==> images/registers.png <==
Drawn at 4 px/micron. Other sequential cells in the stronger gray, the rest of the logic in the fainter gray.
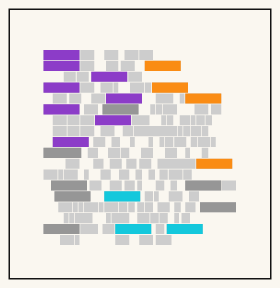
==> images/final_congestion.png <==
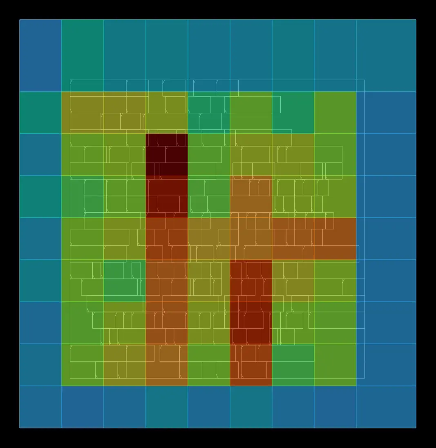
==> images/zoom.png <==
Window x 20 to 45, y 8 to 33 microns. Cells in gray, sequential cells in the stronger gray; small squares are vias.
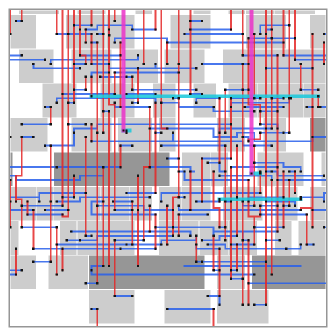
$ cat config.mk
export PLATFORM = sky130hd
export DESIGN_NAME = uart8_transmitter
export DESIGN_NICKNAME = d
export VERILOG_FILES = /design/src/rtl/uart8_transmitter.sv
export SDC_FILE = /design/constraint.sdc
export NUM_CORES = 1
export LEC_CHECK = 0
export ABC_CLOCK_PERIOD_IN_PS = 4600
export CORE_AREA = 8 8 57 59
export DETAILED_ROUTE_END_ITERATION = 7
export DIE_AREA = 0 0 65 67
export PLACE_DENSITY = 0.81
export SYNTH_ARGS = -nofsm -noshare
export SYNTH_HDL_FRONTEND = slang
export SYNTH_SLANG_ARGS = --single-unit
$ cat constraint.sdc
create_clock -name clk -period 4.6 [get_ports clk]
set_clock_uncertainty 0.1 [all_clocks]
set_input_delay 0.92 -clock clk [delete_from_list [all_inputs] [get_ports clk]]
set_output_delay 0.92 -clock clk [all_outputs]
set_load 0.05 [all_outputs]
$ cat src/rtl/uart8_transmitter.sv
// 8-bit UART transmitter: start bit, 8 data bits LSB first, optional parity, STOP_BITS stop bits.
// Define UART8_TX_PARITY_EN to compile in the parity bit (sense set by PARITY_ODD).
module uart8_transmitter #(
  parameter int OVERSAMPLE = 16,
  parameter int STOP_BITS  = 1,
  parameter int PARITY_ODD = 0
) (
  input  logic       clk,
  input  logic       reset,
  input  logic       en,
  input  logic       start,
  input  logic [7:0] in,
  output logic       out,
  output logic       busy,
  output logic       done
);

  localparam int TW = $clog2(OVERSAMPLE);
  localparam logic [TW-1:0] TICK_LAST = TW'(OVERSAMPLE - 1);
  localparam logic          STOP_LAST = 1'(STOP_BITS - 1);

  if (OVERSAMPLE < 2 || OVERSAMPLE > 256 || (STOP_BITS != 1 && STOP_BITS != 2) ||
      (PARITY_ODD != 0 && PARITY_ODD != 1)) begin : g_param_check
    $error("uart8_transmitter: illegal parameter value");
  end

`ifdef UART8_TX_PARITY_EN
  typedef enum logic [2:0] {
    IDLE = 3'd0, START_BIT = 3'd1, DATA_BITS = 3'd2, PARITY_BIT = 3'd3, STOP_BIT = 3'd4
  } state_t;
`else
  typedef enum logic [2:0] {
    IDLE = 3'd0, START_BIT = 3'd1, DATA_BITS = 3'd2, STOP_BIT = 3'd4
  } state_t;
`endif

  state_t          r_state, w_state_next;
  logic [TW-1:0]   r_tick, w_tick_next;
  logic [2:0]      r_bit_idx, w_bit_idx_next;
  logic [7:0]      r_shift, w_shift_next;
  logic            r_stop_cnt, w_stop_cnt_next;
  logic            r_out, w_out_next;
  logic            r_busy, w_busy_next;
  logic            r_done, w_done_next;
  logic            w_wrap;
  logic            w_load;
`ifdef UART8_TX_PARITY_EN
  logic            r_parity, w_parity_next;
`endif

  assign w_wrap = (r_tick == TICK_LAST);

  always_ff @(posedge clk or posedge reset) begin
    if (reset) begin
      r_state    <= IDLE;
      r_tick     <= '0;
      r_bit_idx  <= '0;
      r_shift    <= '0;
      r_stop_cnt <= 1'b0;
      r_out      <= 1'b1;
      r_busy     <= 1'b0;
      r_done     <= 1'b0;
`ifdef UART8_TX_PARITY_EN
      r_parity   <= 1'b0;
`endif
    end else begin
      r_state    <= w_state_next;
      r_tick     <= w_tick_next;
      r_bit_idx  <= w_bit_idx_next;
      r_shift    <= w_shift_next;
      r_stop_cnt <= w_stop_cnt_next;
      r_out      <= w_out_next;
      r_busy     <= w_busy_next;
      r_done     <= w_done_next;
`ifdef UART8_TX_PARITY_EN
      r_parity   <= w_parity_next;
`endif
    end
  end

  always_comb begin
    w_state_next    = r_state;
    w_tick_next     = r_tick;
    w_bit_idx_next  = r_bit_idx;
    w_shift_next    = r_shift;
    w_stop_cnt_next = r_stop_cnt;
    w_out_next      = r_out;
    w_busy_next     = r_busy;
    w_done_next     = 1'b0;
    w_load          = 1'b0;
`ifdef UART8_TX_PARITY_EN
    w_parity_next   = r_parity;
`endif

    if (!en) begin
      w_state_next    = IDLE;
      w_tick_next     = '0;
      w_bit_idx_next  = '0;
      w_shift_next    = '0;
      w_stop_cnt_next = 1'b0;
      w_out_next      = 1'b1;
      w_busy_next     = 1'b0;
    end else begin
      case (r_state)
        IDLE: begin
          w_out_next  = 1'b1;
          w_busy_next = 1'b0;
          w_load      = start;
        end
        START_BIT: begin
          if (w_wrap) begin
            w_tick_next    = '0;
            w_out_next     = r_shift[0];
            w_shift_next   = {1'b0, r_shift[7:1]};
            w_bit_idx_next = '0;
            w_state_next   = DATA_BITS;
          end else begin
            w_tick_next = r_tick + TW'(1);
          end
        end
        DATA_BITS: begin
          if (w_wrap) begin
            w_tick_next = '0;
            if (r_bit_idx == 3'd7) begin
`ifdef UART8_TX_PARITY_EN
              w_out_next   = r_parity;
              w_state_next = PARITY_BIT;
`else
              w_out_next      = 1'b1;
              w_stop_cnt_next = 1'b0;
              w_state_next    = STOP_BIT;
`endif
            end else begin
              w_out_next     = r_shift[0];
              w_shift_next   = {1'b0, r_shift[7:1]};
              w_bit_idx_next = r_bit_idx + 3'd1;
            end
          end else begin
            w_tick_next = r_tick + TW'(1);
          end
        end
`ifdef UART8_TX_PARITY_EN
        PARITY_BIT: begin
          if (w_wrap) begin
            w_tick_next     = '0;
            w_out_next      = 1'b1;
            w_stop_cnt_next = 1'b0;
            w_state_next    = STOP_BIT;
          end else begin
            w_tick_next = r_tick + TW'(1);
          end
        end
`endif
        STOP_BIT: begin
          if (w_wrap) begin
            w_tick_next = '0;
            if (r_stop_cnt == STOP_LAST) begin
              // A start on the final stop edge chains the next frame with no idle gap.
              w_done_next = 1'b1;
              if (start) begin
                w_load = 1'b1;
              end else begin
                w_busy_next  = 1'b0;
                w_state_next = IDLE;
              end
            end else begin
              w_stop_cnt_next = 1'b1;
            end
          end else begin
            w_tick_next = r_tick + TW'(1);
          end
        end
        default: begin
          w_state_next    = IDLE;
          w_tick_next     = '0;
          w_bit_idx_next  = '0;
          w_stop_cnt_next = 1'b0;
          w_out_next      = 1'b1;
          w_busy_next     = 1'b0;
        end
      endcase

      if (w_load) begin
        w_shift_next    = in;
        w_tick_next     = '0;
        w_bit_idx_next  = '0;
        w_stop_cnt_next = 1'b0;
        w_out_next      = 1'b0;
        w_busy_next     = 1'b1;
        w_state_next    = START_BIT;
`ifdef UART8_TX_PARITY_EN
        w_parity_next   = (^in) ^ 1'(PARITY_ODD);
`endif
      end
    end
  end

  assign out  = r_out;
  assign busy = r_busy;
  assign done = r_done;

endmodule

==> datasheet_impl.txt <==
Summary of implementation characteristics

Parameter                              Value

Floorplan
  Chip area    about 4400 sq um
  Width of the chip    65 microns
  Initial core utilization    a little under three fifths
  I/O pins    15
  Rows    18
  DIE HEIGHT    approximately 67 microns

Cells and area
  Largest register FFs    8
  Multi-input combinational area share    47.5%
  Most common logic cells in the final layout    21 x dfrtp_1, 14 x clkdlybuf4s50_1, 13 x mux2i_1, 10 x nand2_1
  Register with the most flip-flops    r_shift
  Signal buf overhead    a little under a tenth
  Share of final layout cell area taken by clock buffers and inverters    under 10%
  Leading cell kind    multi-input combinational cells
  Filler cell count    about 200
  Total non-filler cell area in the finished layout    about 1500 sq um
  MI comb area    around 730 sq um
  Final instance count without filler cells    174
  Antenna diode count    0
  Non-clock buffer count    14

Drt
  Length of routed met2 wiring    approximately 1400 microns
  Routed metal-1 wire length    between 1000 and 1500 microns
  First-pass detailed-route iteration total    4
  Met3 wirelength from detailed routing    between 100 and 150 microns
  Via count normalized by instance count    slightly above 6
  Number of vias after detailed routing    ~1100

CTS
  Insertion delay at the late pin of the worst-skew pair    about 310 ps
  Clock net sink count    22
  Resized cells post-CTS    0
  Post-CTS Repair Setup Buffers    0
  CTS tree    built
  Root Buffer Master    clkbuf_4

Synthesis
  Post-Syn Instances    around 130
  Main logic family after synthesis    AND-OR/OR-AND gates
  Syn Std Cell Area    1360 sq um
  Area share of and/or/nand/nor cells after synthesis    between 10% and 20%
  Chip area from the yosys synthesis statistics    ~1400 sq um
  Sequential area share after synthesis    40.6%
  Number of enable-type register cells in the synthesized netlist    0
  Average size of a mapped cell    roughly 10 sq um
  Aoi/oai-family share of the synthesized area    about 23%

Pwr
  Total leakage power    slightly below 0.7 nW
  Combinational gate power    70.3 uW
  Sequential Power Share    between 40% and 50%
  Internal power consumption    325 uW
  Power density over cell area    282 nW/um^2
  IR Drop Worst-Case VDD    roughly 0.22 mV
  Overall power of the completed layout    ~430 uW
  Power Clock    150 uW
  Logic pwr share    between 10% and 20%
  Top contributor to total power    sequential cells

Outcome
  Status    finished, final reports clean

Worst setup path
  CP max FO    14
  Logic depth of the worst path, buffers included    5
  Slack of the worst reg-to-reg path    between 2000 and 2500 ps
  RR Endpoint    r_shift[4]$_DFFE_PP0P_
  Critical path's largest stage delay    670 ps
  End point of the critical path    r_bit_idx[2]$_DFFE_PP0P_

Global routing
  Remaining Overflow, GRT    0
  Fraction of met3 tracks used by global routing    3.69%
  Vias in the first global route    1027
  First-pass GRT wire length    roughly 4700 microns
  Pin count of the biggest net entering global routing    23

Placement
  IO Port Bufs    14
  Cells after DPL    170
  Placed cell area    1490 sq um

Job
  Count of tool warnings    26

Timing
  Highest Clock Rate    364 MHz
  Setup total negative slack    0 ps
  Count of final max-slew check failures    0
  Final Hold Slack    414 ps
  Final hold violation count    0

Worst hold path
  Min-Delay Startpoint    r_shift[3]$_DFFE_PP0P_
-- registers.png (at the start) --
name in the netlist	color	placed flops
`r_tick`	orange	4
`r_shift`	purple	8
`r_state`	cyan	3
power of the sequential group: 214 uW
post-route core utilization: 65.1%
Sequential cell area: 552 sq um
flop share of the area: 35.9%

-- final_congestion.png (at the start) --
met2 usage: 22.4%
met1 usage in global routing: 16.4%
most utilized layer in the global route result: met2

-- zoom.png (at the start) --
layer	color
met4	magenta
met2	red
met1	blue
met3	cyan
netlist names of flops here include	`r_state` (3)
cells with their middle in the window	51
sequential cells in the window	3

==> cells in the mapped netlist (all sizes together) (2+ instances only) <==
master / number / area (sq um)
dfrtp: 21 / 526
mux2i: 13 / 130
nand2: 10 / 37.5
inv: 7 / 26.3
o2bb2ai: 7 / 61.3
buf: 6 / 41.3
nor2: 6 / 22.5
a21oi: 5 / 28.8
nor3: 5 / 25.0
o21ai: 5 / 28.8
nor2b: 4 / 25.0
a21o: 3 / 22.5
and3: 3 / 18.8
ha: 3 / 37.5
nand2b: 3 / 18.8
a211oi: 2 / 15.0
a31oi: 2 / 12.5
a32oi: 2 / 17.5
clkbuf: 2 / 7.51
nand4: 2 / 12.5
o21a: 2 / 15.0
or3b: 2 / 20.0
xor2: 2 / 17.5
Power is estimated from default activity; no workload was simulated.
